Fig. 1: run 1, metal 2
Scale: 3 px per um.
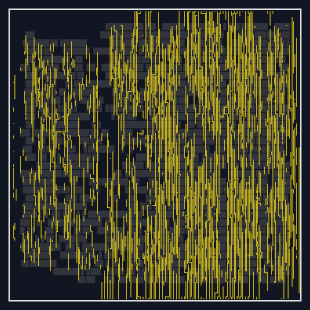
Fig. 2: run 1, selected gate families
Scale: 4 px per um.
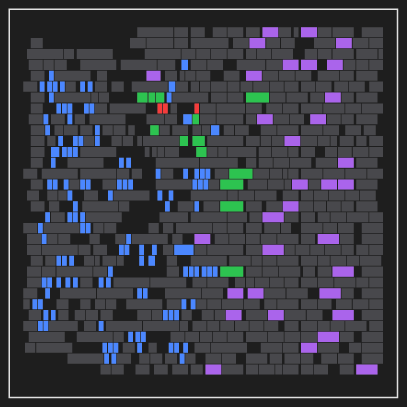
Fig. 3: run 1, routing congestion
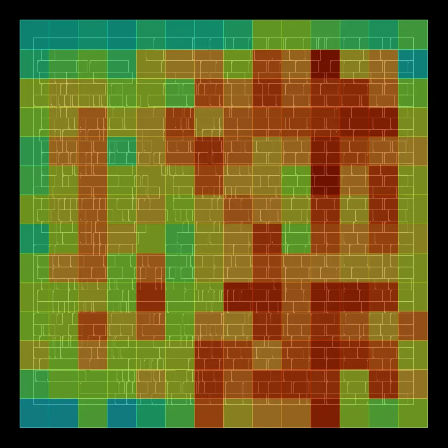
Fig. 4: run 1, sequential cells grouped by signal name
Scale: 4 px per um.
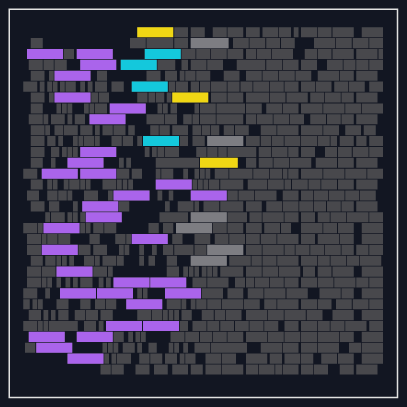
===== src/rtl/ahb_pkg.sv =====
// Shared AHB-Lite encodings and controller state type for the data_mem slave.
package ahb_pkg;

  localparam logic [1:0] HTRANS_IDLE   = 2'b00;
  localparam logic [1:0] HTRANS_BUSY   = 2'b01;
  localparam logic [1:0] HTRANS_NONSEQ = 2'b10;
  localparam logic [1:0] HTRANS_SEQ    = 2'b11;

  localparam logic [2:0] HSIZE_BYTE = 3'd0;
  localparam logic [2:0] HSIZE_HALF = 3'd1;
  localparam logic [2:0] HSIZE_WORD = 3'd2;

  localparam logic HRESP_OKAY  = 1'b0;
  localparam logic HRESP_ERROR = 1'b1;

  typedef enum logic [2:0] {
    StIdle,
    StWait,
    StAccess,
    StErr1,
    StErr2
  } ctrl_state_e;

endpackage


===== src/rtl/ahb_lane_merge.sv =====
// Little-endian sub-word merge: replaces the addressed byte lanes of old_i with hwdata lanes.
module ahb_lane_merge
  import ahb_pkg::*;
(
  input  logic [31:0] old_i,
  input  logic [31:0] wdata_i,
  input  logic [2:0]  size_i,
  input  logic [1:0]  off_i,
  output logic [31:0] merged_o
);

  logic [3:0] lane_en;

  always_comb begin
    case (size_i)
      HSIZE_BYTE: lane_en = 4'b0001 << off_i;
      HSIZE_HALF: lane_en = off_i[1] ? 4'b1100 : 4'b0011;
      HSIZE_WORD: lane_en = 4'b1111;
      default:    lane_en = 4'b0000;
    endcase
  end

  always_comb begin
    merged_o = old_i;
    for (int i = 0; i < 4; i++) begin
      if (lane_en[i]) merged_o[8*i +: 8] = wdata_i[8*i +: 8];
    end
  end

endmodule


===== src/rtl/ahb_mem_slave_ctrl.sv =====
// AHB-Lite slave sequencing a byte-addressable data_mem: wait states, range/alignment
// errors, and read-merge-write for sub-word stores.
module ahb_mem_slave_ctrl
  import ahb_pkg::*;
#(
  parameter logic [31:0] BASE_ADDR   = 32'h0000_0000,
  parameter int unsigned MEM_BYTES   = 1024,
  parameter int unsigned WAIT_STATES = 1
) (
  input  logic        clk,
  input  logic        rst_n,
  input  logic        hsel,
  input  logic [31:0] haddr,
  input  logic [1:0]  htrans,
  input  logic        hwrite,
  input  logic [2:0]  hsize,
  input  logic [31:0] hwdata,
  input  logic        hready,
  output logic        hreadyout,
  output logic        hresp,
  output logic [31:0] hrdata,
  output logic        wr_en_ram,
  output logic        rd_en_ram,
  output logic [31:0] address_ram,
  output logic [31:0] store_data,
  input  logic [31:0] read_data
);

  localparam logic [31:0] MemBytes = 32'(MEM_BYTES);
  localparam logic [3:0]  WaitInit = (WAIT_STATES == 0) ? 4'd0 : 4'(WAIT_STATES - 1);

  ctrl_state_e state_q, state_d;
  logic [3:0]  cnt_q, cnt_d;
  logic [31:0] addr_q, addr_d;
  logic        write_q, write_d;
  logic [2:0]  size_q, size_d;
  logic        hreadyout_q, hresp_q;

  logic [31:0] off;
  logic        accept;
  logic        addr_err;
  logic [31:0] merged;

  assign off    = haddr - BASE_ADDR;
  assign accept = hsel & hready & htrans[1];

  always_comb begin
    addr_err = (off >= MemBytes)
             || (hsize > HSIZE_WORD)
             || ((hsize == HSIZE_HALF) && off[0])
             || ((hsize == HSIZE_WORD) && (off[1:0] != 2'b00));
  end

  always_comb begin
    state_d = state_q;
    cnt_d   = cnt_q;
    addr_d  = addr_q;
    write_d = write_q;
    size_d  = size_q;
    case (state_q)
      StWait: begin
        if (cnt_q == 4'd0) state_d = StAccess;
        else               cnt_d   = cnt_q - 4'd1;
      end
      StErr1: state_d = StErr2;
      default: begin
        // IDLE, ACCESS and ERR2 all present hreadyout=1, so each may take a new transfer.
        state_d = StIdle;
        if (accept) begin
          addr_d  = off;
          write_d = hwrite;
          size_d  = hsize;
          if (addr_err) begin
            state_d = StErr1;
          end else if (WAIT_STATES != 0) begin
            state_d = StWait;
            cnt_d   = WaitInit;
          end else begin
            state_d = StAccess;
          end
        end
      end
    endcase
  end

  always_ff @(posedge clk or negedge rst_n) begin
    if (!rst_n) begin
      state_q     <= StIdle;
      cnt_q       <= 4'd0;
      addr_q      <= 32'd0;
      write_q     <= 1'b0;
      size_q      <= 3'd0;
      hreadyout_q <= 1'b1;
      hresp_q     <= HRESP_OKAY;
    end else begin
      state_q     <= state_d;
      cnt_q       <= cnt_d;
      addr_q      <= addr_d;
      write_q     <= write_d;
      size_q      <= size_d;
      hreadyout_q <= !((state_d == StWait) || (state_d == StErr1));
      hresp_q     <= ((state_d == StErr1) || (state_d == StErr2)) ? HRESP_ERROR : HRESP_OKAY;
    end
  end

  assign hreadyout = hreadyout_q;
  assign hresp     = hresp_q;

  ahb_lane_merge u_lane_merge (
    .old_i    (read_data),
    .wdata_i  (hwdata),
    .size_i   (size_q),
    .off_i    (addr_q[1:0]),
    .merged_o (merged)
  );

  always_comb begin
    address_ram = {addr_q[31:2], 2'b00};
    rd_en_ram   = 1'b0;
    wr_en_ram   = 1'b0;
    hrdata      = 32'd0;
    store_data  = 32'd0;
    if (state_q == StAccess) begin
      rd_en_ram = 1'b1;
      if (write_q) begin
        wr_en_ram  = 1'b1;
        store_data = merged;
      end else begin
        hrdata = read_data;
      end
    end
  end

endmodule


===== config.mk =====
export PLATFORM = sky130hd
export DESIGN_NAME = ahb_mem_slave_ctrl
export DESIGN_NICKNAME = d
export VERILOG_FILES = /design/src/rtl/ahb_pkg.sv /design/src/rtl/ahb_lane_merge.sv /design/src/rtl/ahb_mem_slave_ctrl.sv
export SDC_FILE = /design/constraint.sdc
export NUM_CORES = 1
export LEC_CHECK = 0
export CORE_MARGIN = 3
export CORE_UTILIZATION = 37
export CTS_BUF_LIST = sky130_fd_sc_hd__clkbuf_4
export CTS_CLUSTER_SIZE = 16
export DETAILED_ROUTE_END_ITERATION = 7
export GPL_ROUTABILITY_DRIVEN = 0
export GPL_TIMING_DRIVEN = 0
export PLACE_DENSITY = 0.83
export SYNTH_ARGS = -nofsm -noshare
export SYNTH_HDL_FRONTEND = slang
export SYNTH_HIERARCHICAL = 1
export SYNTH_SLANG_ARGS = --single-unit

===== constraint.sdc =====
create_clock -name clk -period 2.5 [get_ports clk]
set_clock_uncertainty 0.2 [all_clocks]
set_input_delay 0.75 -clock clk [delete_from_list [all_inputs] [get_ports clk]]
set_output_delay 0.75 -clock clk [all_outputs]
set_load 0.05 [all_outputs]

==> reports/metrics.cfg, run 1 <==
[worst_setup_path]
crit_path_end_kind = output port
crit_family = simple AND/OR/NAND/NOR gates
cp_max_fo = 7
r2r_setup_slack_ns = 0.56
reg2regPathDepth = 6
crit_path_start = addr_q[0]$_DFFE_PN0P_
worstPathArrival_ns = 2.27
path_class = reg -> out
cp.depth = 8
worst_path_max_delay_cell = dfrtp_1
reg2reg_to = cnt_q[1]$_DFFE_PN0P_
reg2reg_from = cnt_q[0]$_DFFE_PN0P_

[final_layout]
n_all_buffers = 306
mostFrequentLayoutCell = nand2_1
seq_area_mm2 = 0.00113
inv_count = 3
drive_gt1_share_pct = 46.5
clockNetworkAreaShare_pct = 1.22
clockBufferCount = 5
fin_nets = 727
largestClassByArea = buffers
largest_reg_flops = 32
design.seq.count = 45
instances_no_fill = 722
diodes = 0

[global_route]
antenna_found_initial = 0
use_met1_pct = 28.9
grt_pass1_wl_um = 19700
grt_pass1_vias = 3734
top_usage_layer = met2
grt_start_max_net_pins = 40

[detailed_routing]
dr.pass1.iters = 4
ant_nets = 0
met2_length_um = 7510
avgRoutedWirePerCell_um = 20.6
viasPerCell = 5.09
drt-initial-drc-count = 126

[timing]
finalSetupViolations = 67
hold_viol_final = 0
fin_tns_setup_ns = -31.37
setup_slack_ns = -0.719
fin_crit_ns = 3.22

[synthesis]
avgSynthCellArea_um2 = 8.57
synth_warnings = 6
async_flop_share_pct = 100
fa_ha_area_share_pct = 0.822
yosysTopAreaCell = dfrtp_1
muxShareOfSynthArea_pct = 12.2
simple_gate_area_share_pct = 33.5
ys_top_logic_family = simple AND/OR/NAND/NOR gates
yosysCellCount = 355
synthesis.area_mm2 = 0.00304
post_synth_ao_oa_area_fraction_pct = 4.15
ys_sh_xor_pct = 0.576
synthCells = 355
top_cell = nand2_1
synth_flops = 45
flop_cell = dfrtp_1

[clock_tree]
clockRootBuffer = clkbuf_4
cts_buffers = 5
holdBufCountCts = 0
clk_latency_ns = 0.36

[floorplanning]
taps = 102
die_y_um = 96.7
coreArea_mm2 = 0.00785
rows = 32
core_util_floorplan_pct = 38.8
die_w_um = 96.7

[outcome]
violations = negative setup slack
status = finished with violations

[power_and_ir_drop]
p_per_area_mw_per_mm2 = 1060
leakage_uw = 0.00313
p_comb_uw = 5080
p_int_uw = 3740
powerClk_uw = 449
power_uw = 6870
sequentialPower_uw = 1340
p_sw_uw = 3130
pwr-share-clk_pct = 6.5

[hold_path]
min-delay-start = addr_q[25]$_DFFE_PN0P_
min_to = addr_q[25]$_DFFE_PN0P_
worstHoldPathType = reg -> reg

[placement]
dpl.hpwl_um = 8550
portBuffers = 202

[flow_run]
maxCapViolations = 0

About Fig. 1:
longest straight run	48.4 um
wire length on this layer	7510 um

About Fig. 2:
family	colour	cells
inv cells	red	3
aoi and oai cells	green	13
mux cells	purple	33
nand cells	blue	117

About Fig. 3:
All-Layer GR Usage: 25.7%
utilization after layout: 82.6%
met3 Track Usage GR: 6.63%

About Fig. 4:
netlist name	colour	sequential cells
addr_q	purple	32
state_q	yellow	3
cnt_q	cyan	4

--- run 2 (diff from run 1) ---
CORE_MARGIN = default   (was 3)
CORE_UTILIZATION = 33   (was 37)
CTS_CLUSTER_DIAMETER = 120   (was default)
PLACE_DENSITY = 0.78   (was 0.83)
clock period = 2.6 ns   (was 2.5 ns; I/O delays follow)
Fig. 5: run 2, metal 2
Scale: 3 px per um.
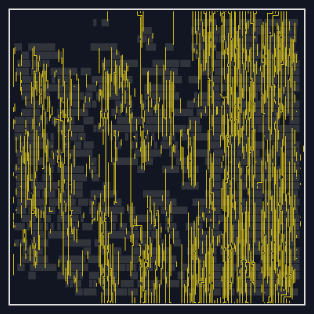
main direction	vertical
wire length on this layer	6100 um
longest straight run	48.3 um
share of all routed wire	51%

==> run 2 against run 1 <==
Net effect:
- the flow finishes with violations (design-rule violations, negative setup slack)
- area after synthesis stayed put
- worst setup slack better by 0.21 ns
- non-clock buffer count is 25 lower
- via count is 8.1% lower
- combinational power is 14% lower
- first-iteration DRC count is 24% lower
- synthesized cell count stayed put
- hold slack worse by 0.18 ns
- cell area is 6.1% lower
- clock power is about 20% lower
- sequential share of layout area is 1.1 points higher
- critical endpoint is now store_data[15]
==> reports/metrics.cfg, run 2 <==
[outcome]
status = finished with violations
violations = design-rule violations, negative setup slack

[final_layout]
clockBufferCount = 8  ; +3
instances_no_fill = 703  ; -2.6%
diodes = 0  ; unchanged
clockNetworkAreaShare_pct = 0.986  ; -0.23 points
fin_nets = 702  ; -3.4%
largestClassByArea = buffers
seq_area_mm2 = 0.00113  ; +0.11%
mostFrequentLayoutCell = nand2_1
design.seq.count = 45  ; unchanged
largest_reg_flops = 32  ; unchanged
drive_gt1_share_pct = 43.5  ; -2.9 points
postLayoutCoreUtil_pct = 69.1  ; -13 points

[detailed_routing]
dr_wl_met3_um = 1170
drc = 18
drt-initial-drc-count = 96  ; -24%
dr.pass1.iters = 8  ; +4
ant_nets = 0  ; unchanged
met2_length_um = 6100  ; -19%
avgRoutedWirePerCell_um = 17.1  ; -17%

[global_route]
track_usage_pct = 22.1  ; -3.6 points
top_usage_layer = met2
antenna_found_initial = 0  ; unchanged
grt_pass1_vias = 3393  ; -9.1%
grt_start_max_net_pins = 33  ; -18%
grt_util_met3_pct = 6.23  ; -0.41 points
grt_pass1_wl_um = 17000  ; -14%
use_met1_pct = 23.9  ; -4.9 points

[synthesis]
yosysChipArea_mm2 = 0.00304
muxShareOfSynthArea_pct = 12.2  ; unchanged
synthCells = 355  ; unchanged
fa_ha_area_share_pct = 0.822  ; unchanged
yosysTopAreaCell = dfrtp_1
avgSynthCellArea_um2 = 8.57  ; unchanged
ys_top_logic_family = simple AND/OR/NAND/NOR gates
flop_cell = dfrtp_1
synthesis.area_mm2 = 0.00304  ; unchanged
synth_warnings = 6  ; unchanged
synth_flops = 45  ; unchanged
ys_sh_xor_pct = 0.576  ; unchanged

[power_and_ir_drop]
powerClk_uw = 358  ; -20%
pwr-share-clk_pct = 6.0  ; -0.5 points
p_per_area_mw_per_mm2 = 983  ; -7.2%
leakage_uw = 0.00313  ; -0.19%
p_comb_uw = 4370  ; -14%
p_int_uw = 3290  ; -12%
sequentialPower_uw = 1250  ; -7%
power_uw = 5990  ; -13%

[worst_setup_path]
worstPathArrival_ns = 2.13  ; -0.14 ns
reg2reg_from = cnt_q[0]$_DFFE_PN0P_
worst_path_max_delay_cell = dfrtp_1
cp.depth = 9  ; +1
reg2reg_to = cnt_q[1]$_DFFE_PN0P_
crit_path_start = size_q[0]$_DFFE_PN0P_
cp_max_fo = 8  ; +1
reg2regPathDepth = 6  ; unchanged
crit_family = buffers and inverters

[clock_tree]
holdBufCountCts = 0  ; unchanged
clockRootBuffer = clkbuf_4
cts_buffers = 5  ; unchanged
clk_latency_ns = 0.35  ; about the same

[timing]
fin_tns_setup_ns = -22.95  ; +8.42 ns
fin_crit_ns = 3.11
slew_headroom_pct = 64.1
setup_slack_ns = -0.505  ; +0.213 ns
finalSetupViolations = 64  ; -4.5%

[placement]
portBuffers = 202  ; unchanged
dpl.hpwl_um = 8310  ; -2.8%

[floorplanning]
core_util_floorplan_pct = 34.6  ; -4.2 points
die_w_um = 98.0  ; +1.4%
taps = 108  ; +5.9%
rows = 34  ; +6.3%

[flow_run]
maxCapViolations = 0  ; unchanged

[hold_path]
worstHoldPathType = in -> async

Fig. 6: run 2, layout detail
Window x 29 to 69, y 49 to 89 um. Cells in grey, sequential cells in the stronger grey; small squares are vias.
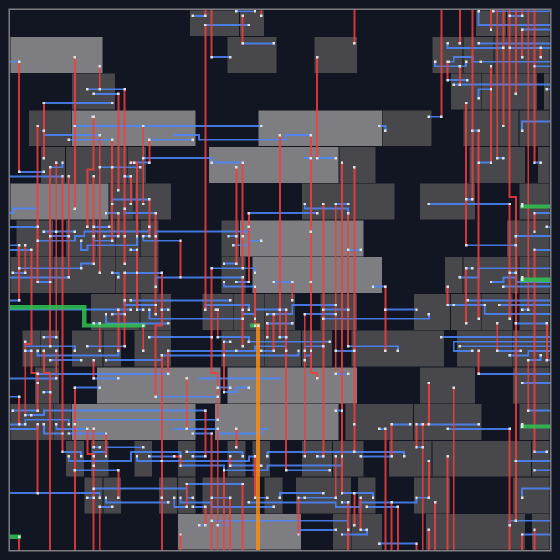
layer	colour
M1	blue
M2	red
M4	orange
M3	green
most frequent	nand2_1 (13)
sequential cells in the window	12
cells with their middle in the window	104
netlist names of flops here include	cnt_q (4), state_q (3), addr_q (2)

--- run 3 (diff from run 2) ---
MAX_ROUTING_LAYER = met4   (was default)
Fig. 7: run 3, metal 2
Scale: 3 px per um.
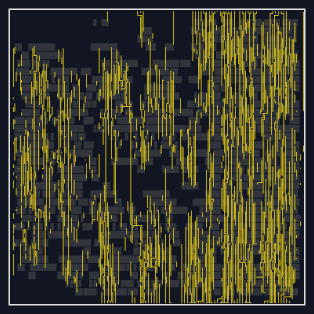
share of all routed wire	51%
nets with wire on the layer	619
main direction	vertical
longest straight run	52.4 um
wire length on this layer	6100 um

==> run 3 against run 2 <==
Net effect:
- the flow still finishes with violations (design-rule violations, negative setup slack)
- critical path depth is the same
- via count shrank 0.24%
- die area is the same
- sequential power is essentially flat
- power is essentially flat
- cell count is the same
- global-route usage grew 0.65 points
- hold slack is essentially flat
- maximum frequency grew 0.23%
- critical endpoint unchanged
==> reports/metrics.cfg, run 3 <==
[synthesis]
synthesis.area_mm2 = 0.00304  ; unchanged
avgSynthCellArea_um2 = 8.57  ; unchanged
yosysChipArea_mm2 = 0.00304  ; unchanged
fa_ha_area_share_pct = 0.822  ; unchanged
async_flop_share_pct = 100
yosysTopAreaCell = dfrtp_1
post_synth_ao_oa_area_fraction_pct = 4.15
ys_top_cells_by_count = nand2_1, dfrtp_1, buf_4, and2_1
synth_flops = 45  ; unchanged
muxShareOfSynthArea_pct = 12.2  ; unchanged
flop_cell = dfrtp_1
yosysCellCount = 355
synth_warnings = 6  ; unchanged
top_cell_area_share_pct = 36.2
synth-edff-count = 0
ys_top_logic_family = simple AND/OR/NAND/NOR gates
synthCells = 355  ; unchanged
synth_cell_type_count = 39
ys_sh_xor_pct = 0.576  ; unchanged

[detailed_routing]
drc = 18  ; unchanged
wirelength_um = 12000
drt-initial-drc-count = 105  ; +9.4%
ant_nets = 0  ; unchanged
met2_length_um = 6100  ; about the same
viasPerCell = 4.80
wl_met1_um = 4400
dr_wl_met3_um = 1070  ; -8.3%
dr.pass1.iters = 8  ; unchanged
highest_layer = met4

[global_route]
grt_use_met2_pct = 41.0
grt_start_max_net_pins = 33  ; unchanged
grt_pass1_vias = 3411  ; +0.53%
grt-ovfl-total = 0
antenna_found_initial = 0  ; unchanged
grt_pass1_wl_um = 16900  ; -0.45%
use_met1_pct = 25.0  ; +1.0 points

[power_and_ir_drop]
p_sw_uw = 2690
p_per_area_mw_per_mm2 = 983  ; about the same
sequentialPower_uw = 1250  ; about the same
p_int_uw = 3290  ; about the same
swShare_pct = 45.0
leakage_uw = 0.00313  ; unchanged
power_uw = 5980  ; about the same
pwr-share-clk_pct = 6.0  ; about the same
seq_power_share_pct = 21.0
power_leader = combinational logic
p_comb_uw = 4370  ; about the same
combPwrFrac_pct = 73.0
powerClk_uw = 359  ; about the same

[final_layout]
regMostFlops = addr_q
n_all_buffers = 281
area_delta_synth_final_pct = 100
fin_area_mm2 = 0.00609
nFillCells = 643
largest_reg_flops = 32  ; unchanged
num-multi-input-gates = 258
clockNetworkAreaShare_pct = 0.986  ; unchanged
most-common-layout-cells = nand2_1, clkdlybuf4s50_1, buf_4, buf_8, dfrtp_1
clockBufferCount = 8  ; unchanged
mostFrequentLayoutCell = nand2_1
drive_gt1_share_pct = 43.5  ; unchanged
design.seq.count = 45  ; unchanged
seq_area_mm2 = 0.00113  ; unchanged
fin_nets = 702  ; unchanged
inv_count = 3
diodes = 0  ; unchanged
layout.area.comb_mm2 = 0.00179
largestClassByArea = buffers
largest_registers = addr_q: 32 flops, cnt_q: 4 flops
instances_no_fill = 703  ; unchanged
area_share_nonclk_buffers_pct = 48.7

[timing]
setup_slack_ns = -0.498  ; +0.00720 ns
hold_viol_final = 0
max_freq_mhz = 323
slew_headroom_pct = 64.0  ; about the same
finalSetupViolations = 64  ; unchanged
rsz0062_at_grt = yes
drv_slew = 0
max_slew.worst_pin.slew_ns = 0.539
fin_crit_ns = 3.10  ; -0.00720 ns
fin_tns_setup_ns = -22.53  ; +0.418 ns

[floorplanning]
boundaryPins = 206
coreArea_mm2 = 0.00881
taps = 108  ; unchanged
die_y_um = 98.0
die-area_mm2 = 0.00961
core_util_floorplan_pct = 34.6  ; unchanged
die_w_um = 98.0  ; unchanged
rows = 34  ; unchanged

[placement]
dpl.hpwl_um = 8310  ; unchanged
dp_slack_ns = -0.805
portBuffers = 202  ; unchanged

[clock_tree]
cts_setup_buffers = 20
cts-resized-gates = 515
cts_max_level = 2
clk_latency_ns = 0.35  ; about the same
numClockSinks = 45
clockRootBuffer = clkbuf_4
holdBufCountCts = 0  ; unchanged
path_clk_slew_ns = 0.13
cts_buffers = 5  ; unchanged
cts_tree = done

[outcome]
violations = design-rule violations, negative setup slack
status = finished with violations

[worst_setup_path]
path_class = reg -> out
worstPathArrival_ns = 2.12  ; about the same
worst_path_max_delay_cell = dfrtp_1
crit_path_frequent_cell = buf_6
reg2regPathDepth = 6  ; unchanged
cp_max_fo = 8  ; unchanged
cpPeakStageDelay_ns = 0.42
reg2reg_to = cnt_q[1]$_DFFE_PN0P_
crit_path_start = size_q[0]$_DFFE_PN0P_
path_cells = buf_6 -> a21oi_4 -> buf_6 -> o21ai_4 -> buf_12 -> buf_4 -> mux2_2 -> and3_4 -> buf_6
endpoint = store_data[15]
cp.depth = 9  ; unchanged
crit_path_end_kind = output port
reg2reg_from = cnt_q[0]$_DFFE_PN0P_
cp.required_ns = 1.62
crit_family = buffers and inverters

[flow_run]
maxCapViolations = 0  ; unchanged
warning_count = 30

[hold_path]
worstHoldPathType = in -> async

Fig. 8: run 3, routing congestion
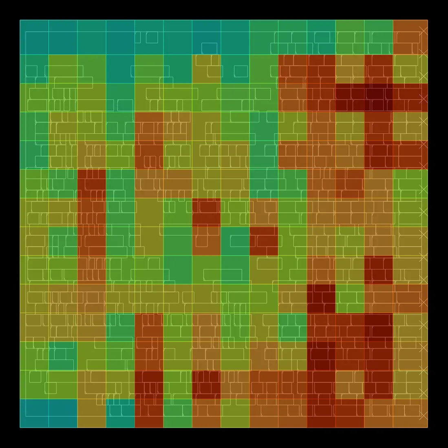
GRT Max-Usage Layer: met2
utilization after layout: 69.1%
Routed wire per std cell: 17.1 um
All-Layer GR Usage: 22.7%
met3 Track Usage GR: 4.44%

Power figures rest on the tool's default switching activity, not on a simulated workload.
